<file path="config.mk">
export PLATFORM = sky130hd
export DESIGN_NAME = bus_sequencer
export DESIGN_NICKNAME = d
export VERILOG_FILES = /design/src/rtl/bus_seq_pkg.sv /design/src/rtl/bus_onehot_dec.sv /design/src/rtl/bus_sequencer.sv
export SDC_FILE = /design/constraint.sdc
export NUM_CORES = 1
export LEC_CHECK = 0
export CAP_MARGIN = 20
export CORE_MARGIN = 2
export CORE_UTILIZATION = 49
export DETAILED_ROUTE_END_ITERATION = 16
export PLACE_DENSITY = 0.78
export SYNTH_ARGS = -nofsm -noshare
export SYNTH_HDL_FRONTEND = slang
export SYNTH_SLANG_ARGS = --single-unit
</file>
<file path="constraint.sdc">
create_clock -name clk -period 2.7 [get_ports clk]
set_input_delay 0.27 -clock clk [delete_from_list [all_inputs] [get_ports clk]]
set_output_delay 0.27 -clock clk [all_outputs]
set_load 0.01 [all_outputs]
</file>
<file path="src/rtl/bus_seq_pkg.sv">
// Shared definitions for the register-bus sequencer: command opcodes, FSM states
// and the default register map.
package bus_seq_pkg;

    typedef enum logic [1:0] {
        OP_XFER  = 2'd0,
        OP_FETCH = 2'd1,
        OP_INC   = 2'd2,
        OP_CLR   = 2'd3
    } op_e;

    typedef enum logic [3:0] {
        StIdle,
        StDrive,
        StLoad,
        StFDrv1,
        StFLd1,
        StFDrv2,
        StFLd2,
        StStrobe,
        StDone
    } state_e;

    localparam int unsigned DEF_N_REGS  = 8;
    localparam int unsigned DEF_SEL_W   = 3;
    localparam int unsigned DEF_PC_IDX  = 2;
    localparam int unsigned DEF_AR_IDX  = 1;
    localparam int unsigned DEF_MEM_IDX = 7;
    localparam int unsigned DEF_IR_IDX  = 4;

endpackage

</file>
<file path="src/rtl/bus_onehot_dec.sv">
// Index-to-one-hot decoder with enable; an index beyond the vector width decodes to zero.
module bus_onehot_dec #(
    parameter int unsigned N_REGS = 8,
    parameter int unsigned SEL_W  = 3
) (
    input  logic [SEL_W-1:0]  idx,
    input  logic              en,
    output logic [N_REGS-1:0] onehot
);

    always_comb begin
        onehot = '0;
        for (int unsigned i = 0; i < N_REGS; i++) begin
            if (en && (32'(idx) == i)) begin
                onehot[i] = 1'b1;
            end
        end
    end

endmodule

</file>
<file path="src/rtl/bus_sequencer.sv">
// Register-bus initiator: turns XFER/FETCH/INC/CLR commands into registered
// drive/load/inc/clear strobes, with drive always leading load by one cycle.
module bus_sequencer
    import bus_seq_pkg::*;
#(
    parameter int unsigned N_REGS  = DEF_N_REGS,
    parameter int unsigned SEL_W   = DEF_SEL_W,
    parameter int unsigned PC_IDX  = DEF_PC_IDX,
    parameter int unsigned AR_IDX  = DEF_AR_IDX,
    parameter int unsigned MEM_IDX = DEF_MEM_IDX,
    parameter int unsigned IR_IDX  = DEF_IR_IDX
) (
    input  logic              clk,
    input  logic              rst_n,
    input  logic              cmd_valid,
    output logic              cmd_ready,
    input  logic [1:0]        cmd_op,
    input  logic [SEL_W-1:0]  cmd_src,
    input  logic [SEL_W-1:0]  cmd_dst,
    output logic [N_REGS-1:0] read_en,
    output logic [N_REGS-1:0] load_en,
    output logic [N_REGS-1:0] inc_en,
    output logic [N_REGS-1:0] clr_en,
    output logic              done,
    output logic              err
);

    localparam logic [SEL_W-1:0] PC_SEL  = SEL_W'(PC_IDX);
    localparam logic [SEL_W-1:0] AR_SEL  = SEL_W'(AR_IDX);
    localparam logic [SEL_W-1:0] MEM_SEL = SEL_W'(MEM_IDX);
    localparam logic [SEL_W-1:0] IR_SEL  = SEL_W'(IR_IDX);

    state_e           state_q, state_d;
    op_e              op_q, op_d;
    logic [SEL_W-1:0] src_q, src_d, dst_q, dst_d;
    logic             bad_q, bad_d;
    logic             src_oob, dst_oob;

    assign cmd_ready = (state_q == StIdle);
    assign src_oob   = (32'(cmd_src) >= N_REGS);
    assign dst_oob   = (32'(cmd_dst) >= N_REGS);

    always_comb begin
        state_d = state_q;
        op_d    = op_q;
        src_d   = src_q;
        dst_d   = dst_q;
        bad_d   = bad_q;
        case (state_q)
            StIdle: begin
                if (cmd_valid) begin
                    op_d  = op_e'(cmd_op);
                    src_d = cmd_src;
                    dst_d = cmd_dst;
                    case (op_e'(cmd_op))
                        OP_XFER:  bad_d = (cmd_src == cmd_dst) | src_oob | dst_oob;
                        OP_FETCH: bad_d = 1'b0;
                        default:  bad_d = dst_oob;
                    endcase
                    // Rejected commands skip straight to DONE so no strobe ever fires.
                    if (bad_d) begin
                        state_d = StDone;
                    end else begin
                        case (op_e'(cmd_op))
                            OP_XFER:  state_d = StDrive;
                            OP_FETCH: state_d = StFDrv1;
                            default:  state_d = StStrobe;
                        endcase
                    end
                end
            end
            StDrive:  state_d = StLoad;
            StLoad:   state_d = StDone;
            StFDrv1:  state_d = StFLd1;
            StFLd1:   state_d = StFDrv2;
            StFDrv2:  state_d = StFLd2;
            StFLd2:   state_d = StDone;
            StStrobe: state_d = StDone;
            StDone:   state_d = StIdle;
            default:  state_d = StIdle;
        endcase
    end

    // Strobes are decoded from the next state so they can be registered alongside it.
    logic             rd_go, ld_go, inc_go, clr_go;
    logic [SEL_W-1:0] rd_idx, ld_idx, inc_idx;

    always_comb begin
        rd_go   = 1'b0;
        ld_go   = 1'b0;
        inc_go  = 1'b0;
        clr_go  = 1'b0;
        rd_idx  = src_d;
        ld_idx  = dst_d;
        inc_idx = dst_d;
        case (state_d)
            StDrive: rd_go = 1'b1;
            StLoad: begin
                rd_go = 1'b1;
                ld_go = 1'b1;
            end
            StFDrv1: begin
                rd_go  = 1'b1;
                rd_idx = PC_SEL;
            end
            StFLd1: begin
                rd_go  = 1'b1;
                rd_idx = PC_SEL;
                ld_go  = 1'b1;
                ld_idx = AR_SEL;
            end
            StFDrv2: begin
                rd_go  = 1'b1;
                rd_idx = MEM_SEL;
            end
            StFLd2: begin
                rd_go   = 1'b1;
                rd_idx  = MEM_SEL;
                ld_go   = 1'b1;
                ld_idx  = IR_SEL;
                inc_go  = 1'b1;
                inc_idx = PC_SEL;
            end
            StStrobe: begin
                inc_go = (op_d == OP_INC);
                clr_go = (op_d == OP_CLR);
            end
            default: ;
        endcase
    end

    logic [N_REGS-1:0] rd_vec, ld_vec, inc_vec, clr_vec;

    bus_onehot_dec #(.N_REGS(N_REGS), .SEL_W(SEL_W)) u_dec_read (
        .idx(rd_idx), .en(rd_go), .onehot(rd_vec)
    );
    bus_onehot_dec #(.N_REGS(N_REGS), .SEL_W(SEL_W)) u_dec_load (
        .idx(ld_idx), .en(ld_go), .onehot(ld_vec)
    );
    bus_onehot_dec #(.N_REGS(N_REGS), .SEL_W(SEL_W)) u_dec_inc (
        .idx(inc_idx), .en(inc_go), .onehot(inc_vec)
    );
    bus_onehot_dec #(.N_REGS(N_REGS), .SEL_W(SEL_W)) u_dec_clr (
        .idx(dst_d), .en(clr_go), .onehot(clr_vec)
    );

    always_ff @(posedge clk or negedge rst_n) begin
        if (!rst_n) begin
            state_q <= StIdle;
            op_q    <= OP_XFER;
            src_q   <= '0;
            dst_q   <= '0;
            bad_q   <= 1'b0;
            read_en <= '0;
            load_en <= '0;
            inc_en  <= '0;
            clr_en  <= '0;
            done    <= 1'b0;
            err     <= 1'b0;
        end else begin
            state_q <= state_d;
            op_q    <= op_d;
            src_q   <= src_d;
            dst_q   <= dst_d;
            bad_q   <= bad_d;
            read_en <= rd_vec;
            load_en <= ld_vec;
            inc_en  <= inc_vec;
            clr_en  <= clr_vec;
            done    <= (state_d == StDone);
            err     <= (state_d == StDone) & bad_d;
        end
    end

endmodule
</file>
==> run summary <==
Synthesis and place-and-route results.

- The deepest level of the CTS H-tree is 2.
- The largest fanout on the critical path is 9.
- The net count after synthesis is about 210.
- The number of global-route vias before repair came to 1515.
- In the post-synthesis netlist, the cell with the most instances is dfrtp_1.
- The worst-case reg-to-reg setup slack stands at between 500 and 600 ps.
- The number of antenna diodes in the final layout is 0.
- Per the repair_timing log after CTS, setup buffers inserted total 0.
- Yosys stat counts 196 cells in the synthesized netlist.
- The final report lists the setup-violating endpoint count as 0.
- Input and output buffers added on the ports amount to 45.
- The run finished with clean final reports.
- The critical path start-end classification is register to primary output.
- Of all cell types, the one taking the most synthesized area is dfrtp_1.
- In this run the layout overhead on the synthesized area is reported as 31.1%.
- The fraction of registers with async set/reset is 100%.
- The final weighted congestion of routability-driven global placement is approximately 0.88.
- Per the post-CTS timing run, clock transition at the registers of the reported paths is 90 ps.
- Setup repair after global routing left no endpoint under its margin.
- The arrival time of data at the critical path endpoint is around 2100 ps.
- The wire length of the first global-routing pass is 7170 microns.
- Once detail routing completed, the nets flagged for antenna violations numbered 0.
- The total of warnings raised by yosys is 0.
- The launch point of the critical path was reported as state_q[1].
- The relative slew slack is between 40% and 50%.
- Across the run, the number of max-cap violations was 0.
critical path, cell delays in order (launching register included):
cell	delay, ps
dfrtp_1	470
or4_4	670
inv_6	130
clkdlybuf4s50_1	540
power breakdown:
group | internal (mW) | total, mW | leakage [nW] | switching, mW
logic | 0.417 | 0.996 | 0.494 | 0.579
registers | 0.826 | 0.953 | 0.622 | 0.127
clock network | 0.187 | 0.433 | 0.0447 | 0.246
total | 1.43 | 2.38 | 1.16 | 0.952
per-layer routing:
layer	global-route usage (%)	up-vias	wire [microns]
met5	0	-	0
met4	8.50	0	80
met3	4.93	8	191
met2	31.8	59	2080
met1	29.4	789	2040
li1	-	795	-
cells in the final DEF, fill, tap and decap left out, drive strengths merged, types with 2 or more instances in the layout:
master and n:
a211oi 4, a21oi 5, a31oi 6, and2 4
buf 9, clkbuf 5, clkdlybuf4s50 44, clkinv 2
dfrtp 46, inv 7, nand2 20, nand2b 2
nand3 4, nand4 4, nand4b 3, nor2 29
nor3 10, o211a 3, o211ai 5, o21ai 8
o41ai 2, or4 2, xnor2 3
final cells by class:
type                    count  share of cell area, %
well taps                  50                   2.36
flip-flops and latches     46                   43.4
multi-input cells         133                   29.7
repair buffers             54                   19.9
clock inverters             3                  0.943
clock buffers               5                   2.59
inverters                   7                   1.18
worst max path at each step:
| stage | end | depth (start not counted) |
|---|---|---|
| after floorplan | load_en[1] | 6 |
| after global placement | read_en[7] | 5 |
| after detailed placement | read_en[7] | 5 |
| after CTS | cmd_ready | 3 |
| after global routing | cmd_ready | 3 |
| final | cmd_ready | 3 |
flip-flops by register name, summed over array words and instances (netlist names):
name	flops
dst_q	3
inc_en	8
load_en	8
bad_q	1
state_q	4
src_q	3
clr_en	8
op_q	1
read_en	8
err	1
done	1
timing repair:
item / in CTS / in global routing
gates resized: 0 / 0
hold buffers: 0 / 1
endpoints found under the hold margin: 0 / 9
cell families after synthesis:
group,after synthesis
and+or+nand+nor,88
DFF,46
AOI/OAI and AO/OA,41
xor gates and xnor gates,3
muxes,1
buffers and inverters,17
stage by stage:
stage                     cell area [sq um]  setup WS [ps]
after floorplan                        2020            679
final                                  2650            316
after global routing                   2650            253
after global placement                 2530            378
after detailed placement               2530            315
after CTS                              2620            321
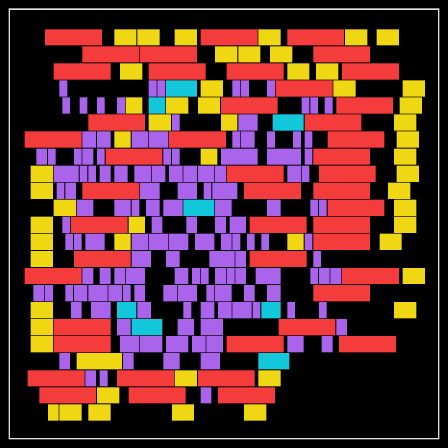
*Placement by cell class*
- red: registers (cells 46; share of their area 44%)
- yellow: remaining buffers and delay cells (cells 54; share of their area 20%)
- purple: remaining logic cells (cells 140; share of their area 32%)
- cyan: clock drivers and dummy loads (cells 8; share of their area 3.6%)
post-route cell area: 2650 sq um
Std-Cell Rows: 23
Core Box Area: 4000 sq um
post-layout util: 66.3%

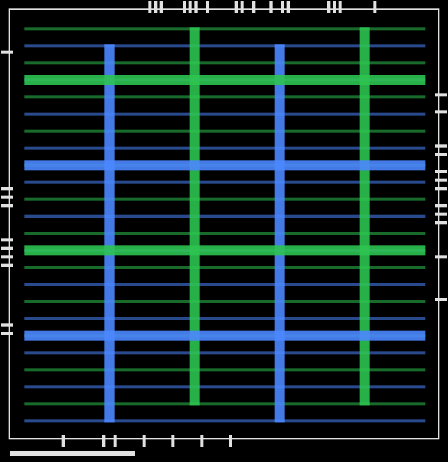
*Power grid*
Scale bar: 20 microns. Pins as bars on the die edge.
- blue: VSS
- green: VDD
- signal pins: 46
- met1 rails: 24
- met5 straps: 4
- rows: 23
Die X-Extent: 68.3 microns
maximum resistive drop on vdd: 0.542 mV
overall die height: 68.3 microns

No activity file was given, so power comes from the tool's default toggle rates.
